==> src/rtl/reflet_bus_arbiter_pkg.sv <==
// Shared encodings for the Reflet two-master bus arbiter.
package reflet_bus_arbiter_pkg;

    typedef enum logic [1:0] {
        IDLE  = 2'b00,
        LOCK0 = 2'b01,
        LOCK1 = 2'b10
    } arb_state_t;

    localparam logic M0 = 1'b0;
    localparam logic M1 = 1'b1;

endpackage

==> src/rtl/reflet_arbiter_rdata.sv <==
// Per-master read-return path: flags a read one cycle after its transfer and
// gates the OR-bus read data so the master sees 0 when no data is for it.
module reflet_arbiter_rdata #(
    parameter int wordsize = 16
) (
    input  logic                clk,
    input  logic                reset,
    input  logic                xfer_read,
    input  logic [wordsize-1:0] data_in,
    output logic                rvalid,
    output logic [wordsize-1:0] data_out
);

    always_ff @(posedge clk or negedge reset) begin
        if (!reset) rvalid <= 1'b0;
        else        rvalid <= xfer_read;
    end

    assign data_out = rvalid ? data_in : '0;

endmodule

==> src/rtl/reflet_bus_arbiter.sv <==
// Round-robin arbiter sharing the Reflet bus between CPU (m0) and a second master (m1).
// Bus locking with a max_lock fairness limit is compiled in with REFLET_ARBITER_LOCK_EN.
module reflet_bus_arbiter
    import reflet_bus_arbiter_pkg::*;
#(
    parameter int wordsize = 16,
    parameter int max_lock = 16
) (
    input  logic                clk,
    input  logic                reset,
    input  logic                m0_req,
    input  logic                m1_req,
    input  logic                m0_lock,
    input  logic                m1_lock,
    input  logic [wordsize-1:0] m0_addr,
    input  logic [wordsize-1:0] m1_addr,
    input  logic                m0_write_en,
    input  logic                m1_write_en,
    input  logic [wordsize-1:0] m0_data_in,
    input  logic [wordsize-1:0] m1_data_in,
    output logic                m0_gnt,
    output logic                m1_gnt,
    output logic                m0_rvalid,
    output logic                m1_rvalid,
    output logic [wordsize-1:0] m0_data_out,
    output logic [wordsize-1:0] m1_data_out,
    output logic                enable,
    output logic [wordsize-1:0] addr,
    output logic                write_en,
    output logic [wordsize-1:0] data_out,
    input  logic [wordsize-1:0] data_in
);

    localparam logic [7:0] LOCK_MAX = 8'(max_lock);

    arb_state_t state;
    logic       prio;
    logic       gnt0, gnt1;
    logic       force_release;

`ifdef REFLET_ARBITER_LOCK_EN
    arb_state_t state_next;
    logic [7:0] lock_cnt, cnt_next;
    logic       other_req;

    always_comb begin
        state_next    = state;
        cnt_next      = lock_cnt;
        force_release = 1'b0;
        other_req     = (state == LOCK0) ? m1_req : m0_req;
        case (state)
            IDLE: begin
                if (gnt0 && m0_lock)      state_next = LOCK0;
                else if (gnt1 && m1_lock) state_next = LOCK1;
            end
            LOCK0, LOCK1: begin
                // The starved master's wait is bounded to LOCK_MAX locked cycles.
                if (other_req) begin
                    cnt_next = lock_cnt + 8'd1;
                    if (cnt_next >= LOCK_MAX) force_release = 1'b1;
                end
                if (force_release)                              state_next = IDLE;
                else if (state == LOCK0 && gnt0 && !m0_lock)    state_next = IDLE;
                else if (state == LOCK1 && gnt1 && !m1_lock)    state_next = IDLE;
            end
            default: state_next = IDLE;
        endcase
        if (state_next != state) cnt_next = '0;
    end

    always_ff @(posedge clk or negedge reset) begin
        if (!reset) begin
            state    <= IDLE;
            lock_cnt <= '0;
        end else begin
            state    <= state_next;
            lock_cnt <= cnt_next;
        end
    end
`else
    logic unused_lock;
    assign unused_lock   = m0_lock | m1_lock | (|LOCK_MAX);
    assign state         = IDLE;
    assign force_release = 1'b0;
`endif

    // Grants are suppressed while reset is held so the bus floats to 0 at once.
    always_comb begin
        gnt0 = 1'b0;
        gnt1 = 1'b0;
        if (reset) begin
            case (state)
                LOCK0:   gnt0 = m0_req;
                LOCK1:   gnt1 = m1_req;
                default: begin
                    gnt0 = m0_req && (!m1_req || prio == M0);
                    gnt1 = m1_req && (!m0_req || prio == M1);
                end
            endcase
        end
    end

    always_ff @(posedge clk or negedge reset) begin
        if (!reset)             prio <= M0;
        else if (force_release) prio <= (state == LOCK0) ? M1 : M0;
        else if (gnt0)          prio <= M1;
        else if (gnt1)          prio <= M0;
    end

    assign m0_gnt   = gnt0;
    assign m1_gnt   = gnt1;
    assign enable   = gnt0 | gnt1;
    assign addr     = gnt0 ? m0_addr     : (gnt1 ? m1_addr     : '0);
    assign write_en = gnt0 ? m0_write_en : (gnt1 ? m1_write_en : 1'b0);
    assign data_out = gnt0 ? m0_data_in  : (gnt1 ? m1_data_in  : '0);

    reflet_arbiter_rdata #(.wordsize(wordsize)) u_rdata0 (
        .clk       (clk),
        .reset     (reset),
        .xfer_read (gnt0 & ~m0_write_en),
        .data_in   (data_in),
        .rvalid    (m0_rvalid),
        .data_out  (m0_data_out)
    );

    reflet_arbiter_rdata #(.wordsize(wordsize)) u_rdata1 (
        .clk       (clk),
        .reset     (reset),
        .xfer_read (gnt1 & ~m1_write_en),
        .data_in   (data_in),
        .rvalid    (m1_rvalid),
        .data_out  (m1_data_out)
    );

endmodule

==> config.mk <==
export PLATFORM = sky130hd
export DESIGN_NAME = reflet_bus_arbiter
export DESIGN_NICKNAME = d
export VERILOG_FILES = /design/src/rtl/reflet_bus_arbiter_pkg.sv /design/src/rtl/reflet_arbiter_rdata.sv /design/src/rtl/reflet_bus_arbiter.sv
export SDC_FILE = /design/constraint.sdc
export NUM_CORES = 1
export LEC_CHECK = 0
export ABC_AREA = 1
export CAP_MARGIN = 20
export CORE_MARGIN = 5
export CORE_UTILIZATION = 23
export DETAILED_ROUTE_END_ITERATION = 8
export GPL_TIMING_DRIVEN = 0
export PLACE_DENSITY_LB_ADDON = 0.15
export SLEW_MARGIN = 10
export SYNTH_ARGS = -nofsm -noshare
export SYNTH_HDL_FRONTEND = slang
export SYNTH_SLANG_ARGS = --single-unit
==> constraint.sdc <==
create_clock -name clk -period 2.12 [get_ports clk]
set_input_delay 0.212 -clock clk [delete_from_list [all_inputs] [get_ports clk]]
set_output_delay 0.212 -clock clk [all_outputs]
set_load 0.02 [all_outputs]
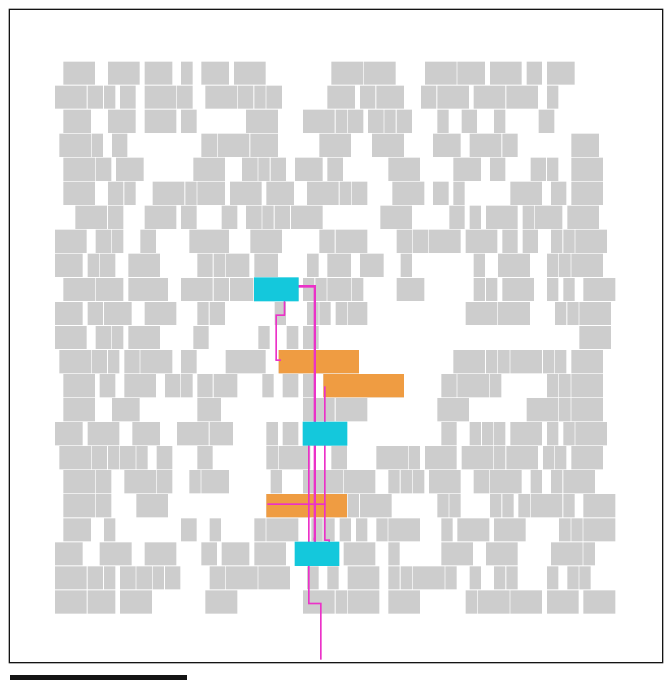
Figure 1: clock network drawn from the DEF.
Bar = 20 um.
cells driving clock nets: drawn in cyan, count 3. clock wires: drawn in magenta, length 105 um. flip-flops: drawn in orange, count 3.
There are 4 routed clock nets.
Clock Latency Late Sink: 0.22 ns
Worst Clk Skew: 0.00293 ns
Clock group: 170 uW
Clk network pwr share: 23.1%

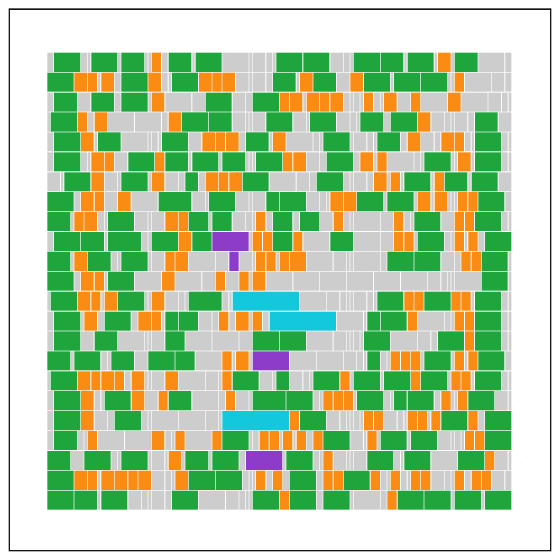
Figure 2: placed cells, one color a class.
Fill, decap, tap and diode cells in gray.
flip-flops: drawn in cyan, cells 3, share of their area 3.0%. clock drivers and dummy loads: drawn in purple, cells 4, share of their area 1.8%. all other logic: drawn in orange, cells 179, share of their area 30%. other buffers and delay cells: drawn in green, cells 172, share of their area 65%.
sequential cell area share: 2.91%
Rows: 23
Final Util: 64.9%
final instance area: 2580 sq um
Core ar.: 3970 sq um

==> synth_stat cells <==
library cell,count
inv_1,35
clkbuf_4,2
buf_4,7
nand2_1,72
nor2_1,2
nand3_1,67
nand2_2,1
dfrtp_1,3
clkbuf_2,2
buf_2,5
inv_2,2
==> path summary, 6_finish.rpt <==
kind,startpoint,depth (start not counted),end,slack (ns)
setup / recovery,m0_req,6,write_en,0.20
hold / removal,reset,4,prio,0.39
setup reg to reg,prio,3,u_rdata0.rvalid,1.27
hold reg to reg,prio,2,prio,0.53
max in group asynchronous,reset,2,prio,1.54
min in group asynchronous,reset,2,u_rdata0.rvalid,0.42
==> sequential cells by signal, indices dropped and copies added, names as in the netlist <==
signal / flops
prio: 1
u_rdata0.rvalid: 1
u_rdata1.rvalid: 1
==> reports/summary.txt <==
status: finished, final reports clean
worst hold path type: primary input to register
Flop area: 75.1 sq um
Slew @ Worst Pin: 0.262 ns
Synth area leader: nand3_1
MaxCap Viol Count: 0
ao+oa area frac: 0%
Worst IR Drop VDD: 197 uV
Layout non-clock buf frac: 63.5%
logic area: 619 sq um
diode count: 0
IO Port Bufs: 155
mean area per synthesized cell: 4.73 sq um
max-slew violations: 0
top cell type's share of synthesized area: 35.8%
hold-fix buffers at CTS: 0
vias in the first global route: 1,652
CTS Buffer Depth: 2
Crit Path Class: primary input to primary output
number of cells in Yosys stat: 198
Setup WS pre-CTS: -0.134 ns
Top class by area: buffers
Non-clk bufs: 172
clk cell area share: 1.75%
sequential share of the synthesized area: 8.02%
GRT Max-Usage Layer: met2
M1 GR Usage: 17.7%
Tot Pwr: 736 uW
Switching Share: 38.0%
CP Cell Sequence: clkdlybuf4s50_1 -> nand2_1 -> inv_2 -> nand3_1 -> nand2_1 -> clkdlybuf4s50_1
first-pass GRT wire length: 7420 um
Crit. End Element: primary output
height of the die: 73.8 um
Comb power: 502 uW
adder share: 0%
multi-input gates: 142
f_max: 0.521 GHz
1st-pass router iterations: 6
Top Layout Cells: clkdlybuf4s50_1 (121), nand2_1 (72), nand3_1 (67)
H-tree level count: 1
final setup TNS: 0 ns
Slowest-stage cell, CP: clkdlybuf4s50_1
Inst Count DP: 403
Hold Worst Slack: 0.393 ns
routed wire length: 4930 um
worst relative slew slack: 82.5%
initial antenna violation count: 0
yosys xor share: 0%
Final Critical Period: 1.92 ns
seq pwr: 64.2 uW
Startpoint Class: primary input
tool warnings: 28
Die W: 73.8 um
CTS Buf Count: 3
WP data required: 1.91 ns
top cells by area: nand3_1 (36%), nand2_1 (29%), inv_1 (14%), dfrtp_1 (8.0%), buf_4 (5.6%)
Power is estimated from default activity; no workload was simulated.
